[config.mk]
export PLATFORM = sky130hd
export DESIGN_NAME = cdb_arbiter
export DESIGN_NICKNAME = d
export VERILOG_FILES = /design/src/rtl/cdb_arbiter_pkg.sv /design/src/rtl/cdb_arbiter_rr_arbiter.sv /design/src/rtl/cdb_arbiter.sv
export SDC_FILE = /design/constraint.sdc
export NUM_CORES = 1
export LEC_CHECK = 0
export CORE_ASPECT_RATIO = 1.25
export CORE_MARGIN = 2
export CORE_UTILIZATION = 36
export DETAILED_ROUTE_END_ITERATION = 10
export GPL_TIMING_DRIVEN = 1
export PLACE_DENSITY = 0.87
export SLEW_MARGIN = 25
export SYNTH_ARGS = -nofsm -noshare
export SYNTH_HDL_FRONTEND = slang
export SYNTH_SLANG_ARGS = --single-unit
[constraint.sdc]
create_clock -name CLK -period 4.3 [get_ports CLK]
set_input_delay 0.86 -clock CLK [delete_from_list [all_inputs] [get_ports CLK]]
set_output_delay 0.86 -clock CLK [all_outputs]
set_load 0.05 [all_outputs]
[src/rtl/cdb_arbiter_pkg.sv]
// Shared core constants for the Common Data Bus (CDB) arbiter.
// Contents:
//   - Default result width, ROB depth and ROB tag width.
//   - Issuer indices. These also set each issuer's port position on the arbiter.
//   - Field widths of one CDB broadcast.
package cdb_arbiter_pkg;

  localparam int DATA_WIDTH     = 32;
  localparam int ROB_ENTRY      = 4;
  localparam int ROB_ENTRY_LOG2 = $clog2(ROB_ENTRY);

  // Issuer slots on the CDB
  localparam int ISR_ALU      = 0;
  localparam int ISR_LSU      = 1;
  localparam int ISR_BRU      = 2;
  localparam int ISR_MUL      = 3;
  localparam int ISR_NUM      = 4;
  localparam int ISR_NUM_LOG2 = $clog2(ISR_NUM);

  // Broadcast layout, LSB first: data, ROB tag, source index
  localparam int CDB_DATA_LSB = 0;
  localparam int CDB_ID_LSB   = DATA_WIDTH;
  localparam int CDB_SRC_LSB  = DATA_WIDTH + ROB_ENTRY_LOG2;
  localparam int CDB_WIDTH    = DATA_WIDTH + ROB_ENTRY_LOG2 + ISR_NUM_LOG2;

endpackage

[src/rtl/cdb_arbiter_rr_arbiter.sv]
// Round-robin arbiter with a one-hot grant output.
// Ports:
//   CLK, RSTN  clock and asynchronous active-low reset
//   req        per-requester request
//   enable     when low, no grant is given and the pointer holds
//   grant      one-hot grant; combinational from req, enable and the pointer
// The search starts at the pointer. After a grant to k the pointer moves to k+1.
// After the last requester it wraps to 0, so the winner drops to the lowest priority.
module rr_arbiter #(
  parameter int N = 4
) (
  input  logic         CLK,
  input  logic         RSTN,
  input  logic [N-1:0] req,
  input  logic         enable,
  output logic [N-1:0] grant
);

  localparam int PW = (N > 1) ? $clog2(N) : 1;

  logic [PW-1:0] ptr_q, ptr_d;
  logic          found;
  logic [PW-1:0] idx;
  int            pos;

  always_comb begin
    grant = '0;
    ptr_d = ptr_q;
    found = 1'b0;
    idx   = '0;
    pos   = 0;
    for (int off = 0; off < N; off++) begin
      pos = int'(ptr_q) + off;
      if (pos >= N) pos = pos - N;
      idx = PW'(pos);
      if (enable && !found && req[idx]) begin
        found      = 1'b1;
        grant[idx] = 1'b1;
        ptr_d      = (pos == N - 1) ? '0 : PW'(pos + 1);
      end
    end
  end

  always_ff @(posedge CLK or negedge RSTN) begin
    if (!RSTN) ptr_q <= '0;
    else       ptr_q <= ptr_d;
  end

endmodule

[src/rtl/cdb_arbiter.sv]
// Common Data Bus arbiter.
// Collects result requests from ISR_NUM function-unit issuers and grants one
// issuer per cycle, round-robin. The winner's result goes into a register, and
// that register drives the CDB broadcast.
//
// Handshake (valid/ready semantics):
//   Issuer side:  a transfer occurs when isr_request[i] & isr_grant[i].
//                 While its request is high and not yet granted, an issuer keeps
//                 its data and id stable.
//   CDB side:     a transfer occurs when cdb_valid & cdb_ready.
//                 While cdb_valid=1 and cdb_ready=0, all cdb_* outputs hold.
//
// Ports:
//   CLK, RSTN    clock (rising edge) and asynchronous active-low reset
//   isr_request  per-issuer request
//   isr_data     per-issuer result; issuer i at [i*DATA_WIDTH +: DATA_WIDTH]
//   isr_id       per-issuer ROB tag, packed the same way
//   isr_grant    one-hot grant, combinational in the same cycle
//   flush        drops the broadcast in flight and blocks granting this cycle
//   cdb_valid, cdb_data, cdb_id, cdb_src  registered broadcast
//   cdb_ready    the ROB accepts the broadcast this cycle
module cdb_arbiter
  import cdb_arbiter_pkg::*;
#(
  parameter  int ISR_NUM        = cdb_arbiter_pkg::ISR_NUM,
  parameter  int DATA_WIDTH     = cdb_arbiter_pkg::DATA_WIDTH,
  parameter  int ROB_ENTRY      = cdb_arbiter_pkg::ROB_ENTRY,
  localparam int ROB_ENTRY_LOG2 = $clog2(ROB_ENTRY),
  localparam int ISR_NUM_LOG2   = $clog2(ISR_NUM)
) (
  input  logic                             CLK,
  input  logic                             RSTN,
  input  logic [ISR_NUM-1:0]               isr_request,
  input  logic [ISR_NUM*DATA_WIDTH-1:0]    isr_data,
  input  logic [ISR_NUM*ROB_ENTRY_LOG2-1:0] isr_id,
  output logic [ISR_NUM-1:0]               isr_grant,
  input  logic                             flush,
  output logic                             cdb_valid,
  output logic [DATA_WIDTH-1:0]            cdb_data,
  output logic [ROB_ENTRY_LOG2-1:0]        cdb_id,
  output logic [ISR_NUM_LOG2-1:0]          cdb_src,
  input  logic                             cdb_ready
);

  logic                      valid_q, valid_d;
  logic [DATA_WIDTH-1:0]     data_q, data_d;
  logic [ROB_ENTRY_LOG2-1:0] id_q, id_d;
  logic [ISR_NUM_LOG2-1:0]   src_q, src_d;

  logic                      slot_free;
  logic                      arb_enable;
  logic                      any_grant;
  logic [DATA_WIDTH-1:0]     mux_data;
  logic [ROB_ENTRY_LOG2-1:0] mux_id;
  logic [ISR_NUM_LOG2-1:0]   mux_src;

  // The slot can take a new value when it is empty or is drained this cycle.
  // Gating with RSTN keeps the grant low while the core is held in reset.
  assign slot_free  = ~valid_q | cdb_ready;
  assign arb_enable = slot_free & ~flush & RSTN;

  rr_arbiter #(.N(ISR_NUM)) u_rr (
    .CLK    (CLK),
    .RSTN   (RSTN),
    .req    (isr_request),
    .enable (arb_enable),
    .grant  (isr_grant)
  );

  // Turn the one-hot grant into an index and select that issuer's data and id.
  always_comb begin
    any_grant = 1'b0;
    mux_data  = '0;
    mux_id    = '0;
    mux_src   = '0;
    for (int i = 0; i < ISR_NUM; i++) begin
      if (isr_grant[i]) begin
        any_grant = 1'b1;
        mux_data  = isr_data[i*DATA_WIDTH +: DATA_WIDTH];
        mux_id    = isr_id[i*ROB_ENTRY_LOG2 +: ROB_ENTRY_LOG2];
        mux_src   = ISR_NUM_LOG2'(i);
      end
    end
  end

  // A grant only happens when the slot is free, so loading a new value never
  // overwrites a broadcast that has not been consumed.
  // A flush clears valid even while the ROB stalls. Data, id and src hold.
  always_comb begin
    valid_d = valid_q;
    data_d  = data_q;
    id_d    = id_q;
    src_d   = src_q;
    if (any_grant) begin
      valid_d = 1'b1;
      data_d  = mux_data;
      id_d    = mux_id;
      src_d   = mux_src;
    end else if (flush || cdb_ready) begin
      valid_d = 1'b0;
    end
  end

  always_ff @(posedge CLK or negedge RSTN) begin
    if (!RSTN) begin
      valid_q <= 1'b0;
      data_q  <= '0;
      id_q    <= '0;
      src_q   <= '0;
    end else begin
      valid_q <= valid_d;
      data_q  <= data_d;
      id_q    <= id_d;
      src_q   <= src_d;
    end
  end

  assign cdb_valid = valid_q;
  assign cdb_data  = data_q;
  assign cdb_id    = id_q;
  assign cdb_src   = src_q;

endmodule
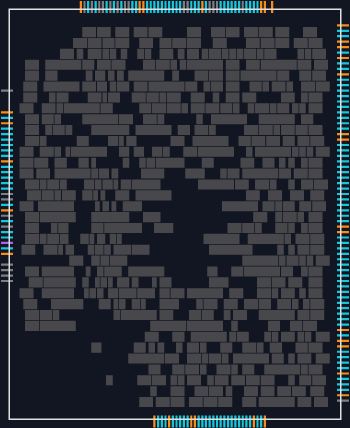
*Pin placement, run 1*
(4 px per um) Pins as bars across the die edge, other pins in grey.
[orange] cdb_data | pins: 32 | direction: output | edge: 14 east, 7 north, 6 south, 5 west
[purple] flush | pins: 1 | direction: input | edge: west
[cyan] isr_data | pins: 128 | direction: input | edge: 55 east, 31 north, 25 south, 17 west
die span in x: 82.5 um
chip height: 102 um

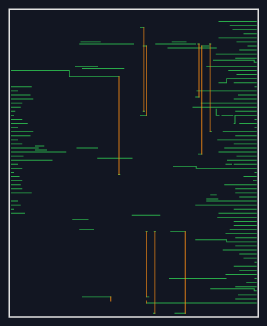
*Routed metal, one colour a layer, run 1*
(3 px per um) Only two layers are drawn.
[green] met3 | wire length: 1010 um
[orange] met4 | wire length: 245 um
aggregate routed wire length: 10700 um
vias after detailed routing: 3301
routed length per instance: 18.7 um
global routing usage summed across all routing layers: 0.251

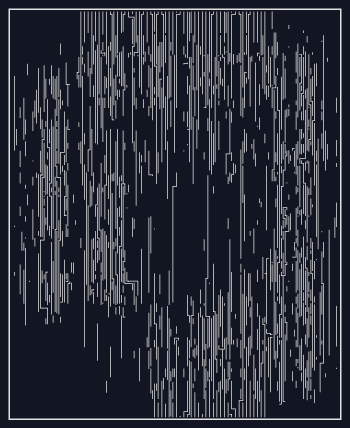
*Met2 routing, run 1*
(4 px per um)
longest straight run: 44.2 um
wire length on this layer: 5590 um
nets with wire on the layer: 546
met2 Resource Use GR: 0.487

run 1: per-layer routing:
metal / wire length, um / track usage
met1: 3890 / 0.258
met2: 5590 / 0.487
met3: 1010 / 0.0548
met4: 244 / 0.0833
met5: 11 / 0
run 1: where the power goes:
group          total (mW)  switching (mW)  internal [mW]
Combinational        2.54            1.50           1.05
Clock               0.309           0.136          0.173
Sequential          0.694           0.120          0.574
run 1: through the flow:
stage               area, um^2  utilization
global route              4820        0.652
global placement          4710        0.636
floorplan                 2770            -
detailed placement        4710        0.636
CTS                       4820        0.652
finish                    4820        0.652
run 1: registers in the layout (all words and copies together) (netlist names):
register	cells
cdb_src	2
cdb_id	2
cdb_data	32
cdb_valid	1
u_rr.ptr_q	2
run 1: cells by family after synthesis:
family / share of synthesized area
flip-flops: 0.352
adder cells (fa/ha/maj): 0.0316
buffers and inverters: 0.0564
AND-OR/OR-AND: 0.405
AND/OR/NAND/NOR: 0.116
multiplexers: 0.0361
XOR/XNOR: 0.00316
run 1: area by class of cell:
class	count	area share
Timing Repair Buffer	195	0.401
Multi-Input combinational cell	232	0.342
Sequential cell	39	0.202
Tap cell	92	0.0239
Clock buffer	5	0.0143
Clock inverter	3	0.00908
Inverter	9	0.00701
run 1: worst reg2reg max path, stage by stage (launching register included):
cell and delay (ps):
sky130_fd_sc_hd__dfrtp_1 480, sky130_fd_sc_hd__inv_1 160, sky130_fd_sc_hd__ha_1 430, sky130_fd_sc_hd__mux4_2 630, sky130_fd_sc_hd__nor2_1 210, sky130_fd_sc_hd__and3_1 410, sky130_fd_sc_hd__a221o_1 280, sky130_fd_sc_hd__buf_4 420
sky130_fd_sc_hd__nor3_4 70, sky130_fd_sc_hd__buf_4 260, sky130_fd_sc_hd__o21ai_1 130, sky130_fd_sc_hd__a2bb2oi_1 90
run 1: cell usage after synthesis (all sizes together), types with 2 or more instances:
master | instances | area (um^2)
nand3 | 34 | 170
nor3 | 3 | 26.3
buf | 13 | 62.6
o2bb2ai | 34 | 298
nor2 | 5 | 18.8
dfrtp | 39 | 976
or2 | 2 | 12.5
a21oi | 42 | 210
inv | 9 | 33.8
clkbuf | 16 | 60.1
o21ai | 41 | 205
a221oi | 3 | 67.6
nand2 | 6 | 25.0
nand3b | 3 | 22.5
ha | 7 | 87.6
a2bb2oi | 34 | 298
mux4 | 4 | 90.1
nor2b | 3 | 18.8
run 1: worst min-delay path by stage:
stage / startpoint / to / cells after the start
after floorplan: RSTN / cdb_data[0]$_DFFE_PN0P_ / 0
after global placement: cdb_data[20]$_DFFE_PN0P_ / cdb_data[20]$_DFFE_PN0P_ / 1
after detailed placement: cdb_data[11]$_DFFE_PN0P_ / cdb_data[11]$_DFFE_PN0P_ / 1
after CTS: cdb_data[6]$_DFFE_PN0P_ / cdb_data[6]$_DFFE_PN0P_ / 1
after global routing: cdb_data[12]$_DFFE_PN0P_ / cdb_data[12]$_DFFE_PN0P_ / 1
final: cdb_data[9]$_DFFE_PN0P_ / cdb_data[9]$_DFFE_PN0P_ / 1
==> deck_impl_summary.md, run 1 <==
Flow Results at a Glance

Setup path
  – Startpoint of the most critical setup path: isr_request[3]
  – Slowest cell on crit path: sky130_fd_sc_hd__mux4_2
  – Critical path data required time: 3440 ps
  – Largest fanout of any net on the critical path: 11
  – Destination of the worst register-to-register timing path: cdb_data[19]$_DFFE_PN0P_
  – CP Capture Point: isr_grant[1]
  – CP Cell Sequence: clkdlybuf4s50_1, mux4_2, nor3_1, and3_1, a221o_1, buf_12
  – Critical path start-end classification: in -> out
  – Critical path's top delay family: simple AND/OR/NAND/NOR gates
  – WP depth: 6
  – Worst r2r src: u_rr.ptr_q[1]$_DFFE_PN0P_
  – Endpoint arrival time on the critical path: 3180 ps
  – Worst reg-to-reg setup slack: 620 ps
  – Kind of launch point of the worst setup path: primary input
  – Crit path largest cell delay: 610 ps
  – Buffer and inverter count on the worst path: 2

Floorplan
  – Floorplan-stage core utilization: 0.374
  – Number of top-level pins: 185
  – Row count: 35
  – Chip area: 8420 um^2
  – Core Box Area: 7400 um^2

Final timing
  – Transition time of the tightest slew-check pin: 550 ps
  – Setup-violating endpoint count in the final report: 0
  – Setup ws final: 261 ps
  – Accumulated negative setup slack: 0 ps
  – Fmax achieved: 248 MHz
  – Headroom to the max-slew limit: 0.632
  – Final hold slack: 546 ps
  – Setup repair after global routing missed its margin: false

Place
  – Number of placed instances, taps included: 567
  – Detailed-placement wirelength estimate: 7770 um
  – Setup Slack @ Placement: 202 ps
  – Number of buffers added on ports: 184

Routing
  – # DRC: 0
  – Post-route antenna net violation count: 0
  – DRT Pass-1 Iters: 4
  – Via count normalized by instance count: 5.74

Status
  – Result of the run: complete, no violations

Clock tree
  – Clock tree buffer depth: 2
  – TritonCTS buffer count: 5
  – Worst-skew pair later-pin latency: 290 ps
  – Postcts setup bufs: 0
  – Number of buffers inserted by hold repair at cts: 0
  – Clock tree from TritonCTS: built
  – Clock-pin slew reported for the worst setup and hold paths after clock tree synthesis: 70 ps
  – Post-cts repair resize count: 0
  – H-tree levels: 2
  – Clock tree root driver cell: sky130_fd_sc_hd__clkbuf_8
  – Sink Count: 39

Logic synthesis
  – Number of cells in the yosys synthesis report: 309
  – Distinct cell type count of the synthesized netlist: 35
  – Post-Syn Area per Cell: 8.97 um^2
  – Cells after Synth: 309
  – Number of synthesis warnings: 0
  – Portion of the post-synthesis area used by sequential elements: 0.352
  – Fraction of registers with async set/reset: 1.00
  – Synth Register Bits: 39
  – Post-Synthesis Net Count: 460
  – Yosys stat area: 2770 um^2
  – Dominant register cell: sky130_fd_sc_hd__dfrtp_1
  – Netlist Area Pre-Place: 2770 um^2
  – Count of flip-flops with a built-in enable after synthesis: 0

Flow run
  – Count of max-cap constraint violations: 0
  – Tally of OpenROAD warnings: 32

GRT
  – Initial antenna violation count: 1
  – First-pass GRT wire length: 16100 um
  – Vias in the first global route: 3250
  – Pin count of the biggest net entering global routing: 40

Finish
  – Area Growth Syn to Fin: 74.0%
  – Commonest non-fill, non-tap cell in the layout: sky130_fd_sc_hd__clkdlybuf4s50_1
  – Gate Area: 1650 um^2
  – Filler Cells Inserted: 626
  – Leading cell types in the layout, fill and taps excluded: sky130_fd_sc_hd__clkdlybuf4s50_1 (179), sky130_fd_sc_hd__a21oi_1 (42), sky130_fd_sc_hd__dfrtp_1 (39)
  – Number of non-filler instances in the completed layout: 575
  – Number of antenna repair diodes: 0
  – Number of nets in the final layout: 633

Pwr
  – Maximum vdd ir drop: 580 uV
  – Pwr Density: 736 nW/um^2
  – Leakage Power: 1.85 nW
### Port wiring, run 1

(3 px per um)
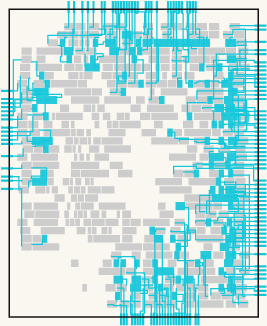

==> run 1 -> run 2 <==
--- a/config.mk
+++ b/config.mk
@@ -5,12 +5,16 @@
 export SDC_FILE = /design/constraint.sdc
 export NUM_CORES = 1
 export LEC_CHECK = 0
+export ABC_AREA = 1
+export CELL_PAD_IN_SITES_DETAIL_PLACEMENT = 1
+export CELL_PAD_IN_SITES_GLOBAL_PLACEMENT = 1
 export CORE_ASPECT_RATIO = 1.25
 export CORE_MARGIN = 2
-export CORE_UTILIZATION = 36
+export CORE_UTILIZATION = 26
 export DETAILED_ROUTE_END_ITERATION = 10
 export GPL_TIMING_DRIVEN = 1
-export PLACE_DENSITY = 0.87
+export MAX_ROUTING_LAYER = met4
+export PLACE_DENSITY = 0.88
 export SLEW_MARGIN = 25
 export SYNTH_ARGS = -nofsm -noshare
 export SYNTH_HDL_FRONTEND = slang
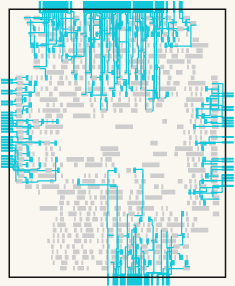
*Port wiring, run 2*
(2 px per um)
[cyan] isr_data | bits: 128 | direction: input | edge: 62 north, 25 west, 23 south, 18 east | end cells: 128 | buffers: 128 | wire: 3080 um
number of buffers added on ports: 184
number of top-level pins: 185

==> run 2 against run 1 <==
  * Total power shrank 0.30%
  * Fmax rose by 14%
  * Final area rose by 15%
  * Flip-flop count unchanged
  * Critical path type is now reg -> out
  * Critical endpoint is now isr_grant[3]
  * Highest routed layer is now met4
==> deck_impl_summary.md, run 2 <==
Flow Results at a Glance

Pwr
  – Pwr Density: 635 nW/um^2
  – Clock network fraction of design power: 0.105
  – Sw power: 1.92 mW
  – Combinational cell fraction of total power: 0.702
  – Overall power of the completed layout: 3.54 mW
  – Reg power frac: 0.193
  – Switching Share: 0.543
  – Internal Pwr Total: 1.62 mW
  – Maximum vdd ir drop: 227 uV
  – Leakage Power: 2.63 nW

Routing
  – Detailed Route Iter0 Violations: 173
  – Vias after detailed routing: 4355
  – Via count normalized by instance count: 4.86
  – # DRC: 0
  – Routed length per instance: 16.9 um
  – Aggregate routed wire length: 15200 um
  – DRT Pass-1 Iters: 4
  – Post-route antenna net violation count: 0

Finish
  – Gate Area: 2090 um^2
  – Leading cell types in the layout, fill and taps excluded: sky130_fd_sc_hd__nand2_1 (200), sky130_fd_sc_hd__clkdlybuf4s50_1 (179), sky130_fd_sc_hd__nand3_1 (80)
  – Filler Cells Inserted: 1741
  – Share of layout cells above drive strength 1: 0.0828
  – Area Growth Syn to Fin: 60.4%
  – Number of nets in the final layout: 875
  – Largest register FFs: 32
  – Fin area: 5570 um^2
  – Commonest non-fill, non-tap cell in the layout: sky130_fd_sc_hd__nand2_1

Final timing
  – Accumulated negative setup slack: 0 ps
  – Setup-violating endpoint count in the final report: 0
  – Headroom to the max-slew limit: 0.501
  – Transition time of the tightest slew-check pin: 748 ps
  – Setup repair after global routing missed its margin: false
  – Min Tclk post-route: 3550 ps
  – Fmax achieved: 281 MHz
  – Setup ws final: 747 ps
  – Setup Skew: 6.52 ps

Clock tree
  – Clock-pin slew reported for the worst setup and hold paths after clock tree synthesis: 60 ps
  – H-tree levels: 2
  – Postcts setup bufs: 0
  – Sink Count: 39
  – Clock tree buffer depth: 2
  – Post-cts repair resize count: 0
  – Worst-skew pair later-pin latency: 280 ps
  – Number of buffers inserted by hold repair at cts: 0
  – Clock tree root driver cell: sky130_fd_sc_hd__clkbuf_16
  – Clock tree from TritonCTS: built
  – TritonCTS buffer count: 5

GRT
  – Global routing usage summed across all routing layers: 0.220
  – Vias in the first global route: 4679
  – First-pass GRT wire length: 24300 um
  – Initial antenna violation count: 1
  – Pin count of the biggest net entering global routing: 71

Setup path
  – Critical path start-end classification: reg -> out
  – Endpoint arrival time on the critical path: 2690 ps
  – Kind of launch point of the worst setup path: register
  – Largest fanout of any net on the critical path: 13
  – Critical path data required time: 3440 ps
  – Crit path largest cell delay: 620 ps
  – Buffer and inverter count on the worst path: 3
  – CP Cell Sequence: inv_4, ha_1, inv_1, nand3_1, nand2_2, nand3_4, nor2_4, nand2_1, nand3_2, buf_12
  – Critical path's top delay family: simple AND/OR/NAND/NOR gates
  – Slowest cell on crit path: sky130_fd_sc_hd__dfrtp_1

Logic synthesis
  – Dominant register cell: sky130_fd_sc_hd__dfrtp_1
  – Portion of the post-synthesis area used by sequential elements: 0.281
  – Fraction of registers with async set/reset: 1.00
  – Top cells, area: sky130_fd_sc_hd__dfrtp_1 (28%), sky130_fd_sc_hd__nand2_1 (22%), sky130_fd_sc_hd__nand3_1 (12%)
  – Number of cells in the yosys synthesis report: 561
  – Netlist Area Pre-Place: 3470 um^2
  – Yosys stat area: 3470 um^2
  – Distinct cell type count of the synthesized netlist: 27
  – Synth Register Bits: 39
  – Cells after Synth: 561
  – Number of synthesis warnings: 0
  – Count of flip-flops with a built-in enable after synthesis: 0
  – Post-Syn Area per Cell: 6.19 um^2
  – Yosys top cell by area: sky130_fd_sc_hd__dfrtp_1
  – Commonest cells in the netlist: sky130_fd_sc_hd__nand2_1 (200), sky130_fd_sc_hd__nand3_1 (80), sky130_fd_sc_hd__nor2_1 (43), sky130_fd_sc_hd__dfrtp_1 (39), sky130_fd_sc_hd__a21oi_1 (38)
  – Post-Synthesis Net Count: 712
  – Share of Yosys cell area claimed by the top area cell type: 0.281
  – Most used standard cell by instance count after synthesis: sky130_fd_sc_hd__nand2_1

Place
  – Setup Slack @ Placement: 674 ps
  – Cell area after placement: 5430 um^2
  – Detailed-placement wirelength estimate: 11300 um

Status
  – Result of the run: complete, no violations

Floorplan
  – Row count: 47
  – Core Box Area: 13200 um^2
  – Chip area: 14300 um^2
  – Floorplan-stage core utilization: 0.264

Flow run
  – Tally of OpenROAD warnings: 32
  – Count of max-cap constraint violations: 0
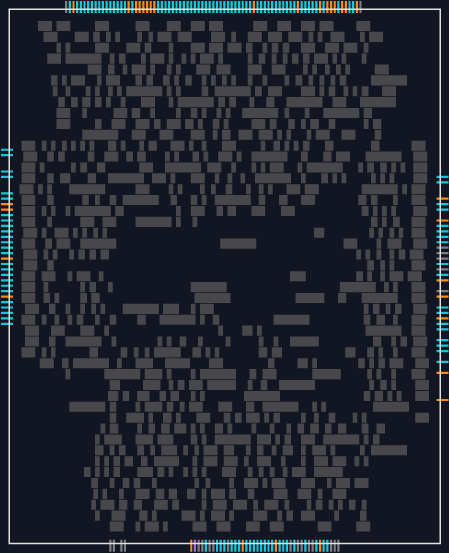
*Pin placement, run 2*
(4 px per um) Pins as bars across the die edge, other pins in grey.
[purple] flush | pins: 1 | direction: input | edge: south
[orange] cdb_data | pins: 32 | direction: output | edge: 17 north, 7 east, 4 west, 4 south
[cyan] isr_data | pins: 128 | direction: input | edge: 62 north, 25 west, 23 south, 18 east
die span in x: 107 um
chip height: 133 um

==> run 2: stage by stage <==
step                      hold slack, ps  std cells   util
after floorplan                      564        561      -
after global placement               468        888  0.412
after detailed placement             499        888  0.412
after CTS                            513        896  0.422
after global routing                 554        897  0.423
final                                507        897  0.423
==> run 2: final cells by class <==
| class | count | area share |
|---|---|---|
| Clock inverter | 1 | 0.000899 |
| Clock buffer | 7 | 0.0238 |
| Inverter | 50 | 0.0342 |
| Timing Repair Buffer | 193 | 0.351 |
| Multi-Input combinational cell | 435 | 0.376 |
| Tap cell | 171 | 0.0384 |
| Antenna cell | 1 | 0.000449 |
| Sequential cell | 39 | 0.175 |
==> run 2: metal layers <==
layer	global-route usage	routed length, um
met4	0.0734	439
met5	-	0
met2	0.407	8250
met1	0.241	6070
met3	0.0254	434
==> run 2: power groups by stage <==
stage / clock [mW] / combinational [mW] / sequential [mW]
finish: 0.371 / 2.48 / 0.683
CTS: 0.378 / 2.51 / 0.683
global placement: 0 / 2.45 / 0.678
floorplan: 0 / 1.12 / 1.22
global route: 0.390 / 2.69 / 0.702
detailed placement: 0 / 2.50 / 0.687
==> run 2: worst reg2reg max path: cells and delay by family (launching register included) <==
| kind | cells | cell delay, ps |
|---|---|---|
| DFF | 1 | 620 |
| buffers and inverters | 4 | 900 |
| adders and majority gates | 1 | 380 |
| and+or+nand+nor | 8 | 1090 |
| AOI/OAI and AO/OA | 1 | 250 |
==> run 2: kinds of logic (layout without fill, tap and decap cells) <==
logic type	after synthesis	after routing	share of synthesized area
AND/OR/NAND/NOR	383	383	0.505
flip-flops	39	39	0.281
buffers and inverters	87	251	0.117
AND-OR/OR-AND	45	45	0.0724
other	0	1	0
adder cells (fa/ha/maj)	7	7	0.0252
==> run 2: final timing paths <==
| path | startpoint | end | slack [ps] | cells after the start |
|---|---|---|---|---|
| worst max-delay path | u_rr.ptr_q[0]$_DFFE_PN0P_ | isr_grant[3] | 750 | 10 |
| worst min-delay path | cdb_src[0]$_DFFE_PN0P_ | cdb_src[0]$_DFFE_PN0P_ | 510 | 2 |
| worst max register to register | u_rr.ptr_q[0]$_DFFE_PN0P_ | cdb_data[20]$_DFFE_PN0P_ | 920 | 14 |
| worst min register to register | cdb_src[0]$_DFFE_PN0P_ | cdb_src[0]$_DFFE_PN0P_ | 510 | 2 |
| max in group asynchronous | RSTN | cdb_data[8]$_DFFE_PN0P_ | 3190 | 2 |
| min in group asynchronous | RSTN | cdb_data[3]$_DFFE_PN0P_ | 720 | 2 |
### Met2 routing, run 2

(4 px per um)
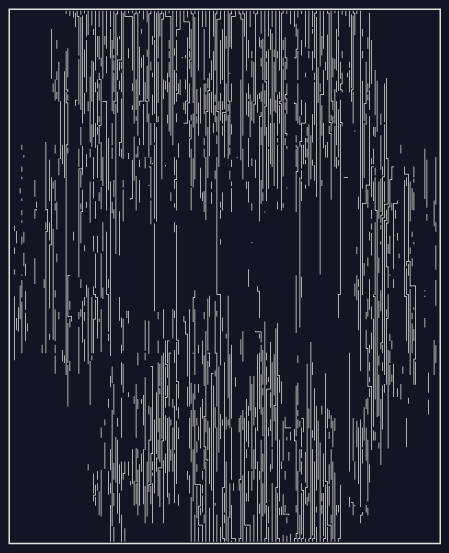

==> run 2 -> run 3 <==
--- a/config.mk
+++ b/config.mk
@@ -10,11 +10,11 @@
 export CELL_PAD_IN_SITES_GLOBAL_PLACEMENT = 1
 export CORE_ASPECT_RATIO = 1.25
 export CORE_MARGIN = 2
-export CORE_UTILIZATION = 26
+export CORE_UTILIZATION = 23
 export DETAILED_ROUTE_END_ITERATION = 10
 export GPL_TIMING_DRIVEN = 1
 export MAX_ROUTING_LAYER = met4
-export PLACE_DENSITY = 0.88
+export PLACE_DENSITY = 0.82
 export SLEW_MARGIN = 25
 export SYNTH_ARGS = -nofsm -noshare
 export SYNTH_HDL_FRONTEND = slang
==> constraint.sdc (replaced) <==
create_clock -name CLK -period 2.9 [get_ports CLK]
set_input_delay 0.58 -clock CLK [delete_from_list [all_inputs] [get_ports CLK]]
set_output_delay 0.58 -clock CLK [all_outputs]
set_load 0.05 [all_outputs]
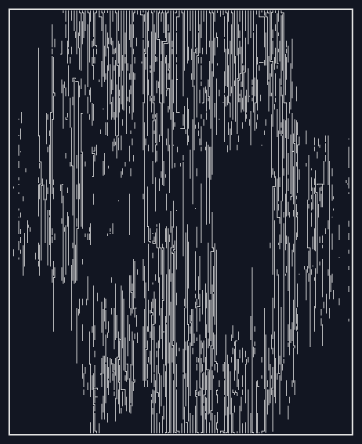
*Met2 routing, run 3*
(3 px per um)
wire length on this layer: 8360 um
nets with wire on the layer: 713
share of all routed wire: 54%
main direction: vertical
vias after detailed routing: 4358
met2 Resource Use GR: 0.363
aggregate routed wire length: 15400 um

==> run 3 against run 2 <==
  * Combinational power is 56% higher
  * Total power is 58% higher
  * Clock skew is 3.1 ps lower
  * Clock power is 98% higher
  * Critical endpoint is now isr_grant[2]
  * Largest power group unchanged
==> deck_impl_summary.md, run 3 <==
Flow Results at a Glance

Logic synthesis
  – Commonest cells in the netlist: sky130_fd_sc_hd__nand2_1 (200), sky130_fd_sc_hd__nand3_1 (80), sky130_fd_sc_hd__nor2_1 (43), sky130_fd_sc_hd__dfrtp_1 (39), sky130_fd_sc_hd__a21oi_1 (38)
  – Number of synthesis warnings: 0
  – Adder and majority cell fraction of the synthesized area: 0.0252
  – Portion of the post-synthesis area used by sequential elements: 0.281
  – Xor and xnor fraction of the mapped netlist area: 0
  – Synth Register Bits: 39
  – Count of flip-flops with a built-in enable after synthesis: 0
  – Post-Syn Area per Cell: 6.19 um^2
  – Netlist Area Pre-Place: 3470 um^2
  – Most used standard cell by instance count after synthesis: sky130_fd_sc_hd__nand2_1
  – Cells after Synth: 561
  – Area fraction in and, or, nand and nor cells: 0.505
  – Yosys top cell by area: sky130_fd_sc_hd__dfrtp_1
  – Fraction of registers with async set/reset: 1.00
  – Share of Yosys cell area claimed by the top area cell type: 0.281
  – Comb area leader: simple AND/OR/NAND/NOR gates
  – Yosys stat area: 3470 um^2
  – Dominant register cell: sky130_fd_sc_hd__dfrtp_1

Finish
  – Share of layout cells above drive strength 1: 0.109
  – Fin util: 0.391
  – Number of antenna repair diodes: 0
  – Largest register FFs: 32
  – Area Growth Syn to Fin: 67.8%
  – Filler Cells Inserted: 1879

Setup path
  – Critical path start-end classification: reg -> out
  – Worst reg-to-reg setup slack: 280 ps
  – Kind of launch point of the worst setup path: register

Routing
  – Post-route antenna net violation count: 0
  – Routed length per instance: 16.6 um
  – Routed length on met2: 8360 um
  – # DRC: 0
  – Via count normalized by instance count: 4.71
  – Routed length on met3: 533 um

GRT
  – Vias in the first global route: 4572
  – Pin count of the biggest net entering global routing: 46
  – Global routing usage summed across all routing layers: 0.196

Flow run
  – Tally of OpenROAD warnings: 33
  – Count of max-cap constraint violations: 0

Clock tree
  – Clock tree from TritonCTS: built
  – Clock tree buffer depth: 2
  – Clock-pin slew reported for the worst setup and hold paths after clock tree synthesis: 60 ps
  – Sink Count: 39
  – Clock tree root driver cell: sky130_fd_sc_hd__clkbuf_16
  – Worst-skew pair later-pin latency: 290 ps
  – H-tree levels: 2

Floorplan
  – Row count: 50
  – Core Box Area: 14900 um^2
  – Floorplan-stage core utilization: 0.233
  – Number of top-level pins: 185
  – Chip height: 141 um
  – Die span in x: 114 um
  – Chip area: 16100 um^2

Final timing
  – Accumulated negative setup slack: 0 ps
  – Headroom to the max-slew limit: 0.402
  – Setup repair after global routing missed its margin: true
  – Fmax achieved: 364 MHz
  – Setup-violating endpoint count in the final report: 0
  – Min Tclk post-route: 2750 ps

Pwr
  – Overall power of the completed layout: 5.58 mW
  – Switching Share: 0.516
  – Leakage Power: 2.75 nW
  – Clock network fraction of design power: 0.132
  – Internal Pwr Total: 2.70 mW
  – Pwr Density: 957 nW/um^2
  – Reg power frac: 0.176

Status
  – Result of the run: complete, no violations
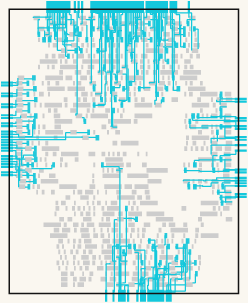
*Port wiring, run 3*
(2 px per um)
[cyan] isr_data | bits: 128 | direction: input | edge: 62 north, 25 west, 23 south, 18 east | end cells: 128 | buffers: 128 | wire: 3120 um

==> run 3: cell counts after synthesis <==
No cell type changed its count.
==> run 3: repair_timing <==
| item | 4_1_cts | 5_1_grt |
|---|---|---|
| resized | 0 | 9 |
| buffers inserted | 0 | 1 |
| setup endpoints to repair | 0 | 27 |
| hold buffers | 0 | 0 |
==> run 3: final cells by class <==
type / count / share of cell area
clock buffer: 6 / 0.0221
timing repair buffer: 211 / 0.361
sequential: 39 / 0.168
inverter: 50 / 0.0335
multi-input combinational: 435 / 0.366
tap: 182 / 0.0391
clock inverter: 2 / 0.0103
==> run 3: power by group through the flow <==
stage               sequential, mW  clock, mW  combinational [mW]
detailed placement           0.989          0                3.84
CTS                          0.981      0.755                3.86
finish                       0.980      0.736                3.86
floorplan                     1.81          0                1.66
global route                  1.01      0.764                4.19
global placement             0.981          0                3.78
==> run 3: per-layer routing <==
layer,up-vias,GRT usage
met1,2045,0.214
met3,30,0.0226
li1,2173,-
met2,110,0.363
met5,-,-
met4,0,0.0706
==> run 3: logic make-up after synthesis <==
group | Yosys count
DFF | 39
AOI/OAI and AO/OA | 45
adders and majority gates | 7
and+or+nand+nor | 383
buffers and inverters | 87
==> run 3: through the flow <==
| stage | hold slack, ps | area [um^2] | setup slack, ps | cells |
|---|---|---|---|---|
| 6_report | 447 | 5830 | 152 | 925 |
| 2_1_floorplan | 284 | 3470 | 274 | 561 |
| 4_1_cts | 486 | 5760 | 39.0 | 924 |
| 3_5_place_dp | 484 | 5570 | -94.4 | 916 |
| 5_1_grt | 496 | 5830 | -10.6 | 925 |
| 3_3_place_gp | 477 | 5570 | -34.0 | 916 |
==> run 3: critical path, cell delays in order, from the launching register on <==
cell and delay [ps]:
sky130_fd_sc_hd__dfrtp_1 400, sky130_fd_sc_hd__clkinv_4 130, sky130_fd_sc_hd__ha_4 280, sky130_fd_sc_hd__inv_1 90
sky130_fd_sc_hd__nand3_1 90, sky130_fd_sc_hd__nand2_2 120, sky130_fd_sc_hd__nand3_4 110, sky130_fd_sc_hd__nor2_4 150
sky130_fd_sc_hd__nand2_2 70, sky130_fd_sc_hd__buf_4 160, sky130_fd_sc_hd__nand3_4 130, sky130_fd_sc_hd__buf_12 150
==> run 3: final timing paths <==
| path | end | start | cells after the start |
|---|---|---|---|
| max | isr_grant[2] | u_rr.ptr_q[0]$_DFFE_PN0P_ | 11 |
| min | cdb_data[6]$_DFFE_PN0P_ | RSTN | 2 |
| max reg2reg | cdb_data[19]$_DFFE_PN0P_ | u_rr.ptr_q[0]$_DFFE_PN0P_ | 14 |
| min reg2reg | cdb_src[0]$_DFFE_PN0P_ | cdb_src[0]$_DFFE_PN0P_ | 2 |
| max in group asynchronous | cdb_data[8]$_DFFE_PN0P_ | RSTN | 2 |
| min in group CLK | cdb_src[0]$_DFFE_PN0P_ | cdb_src[0]$_DFFE_PN0P_ | 2 |
Power is estimated from default activity; no workload was simulated.
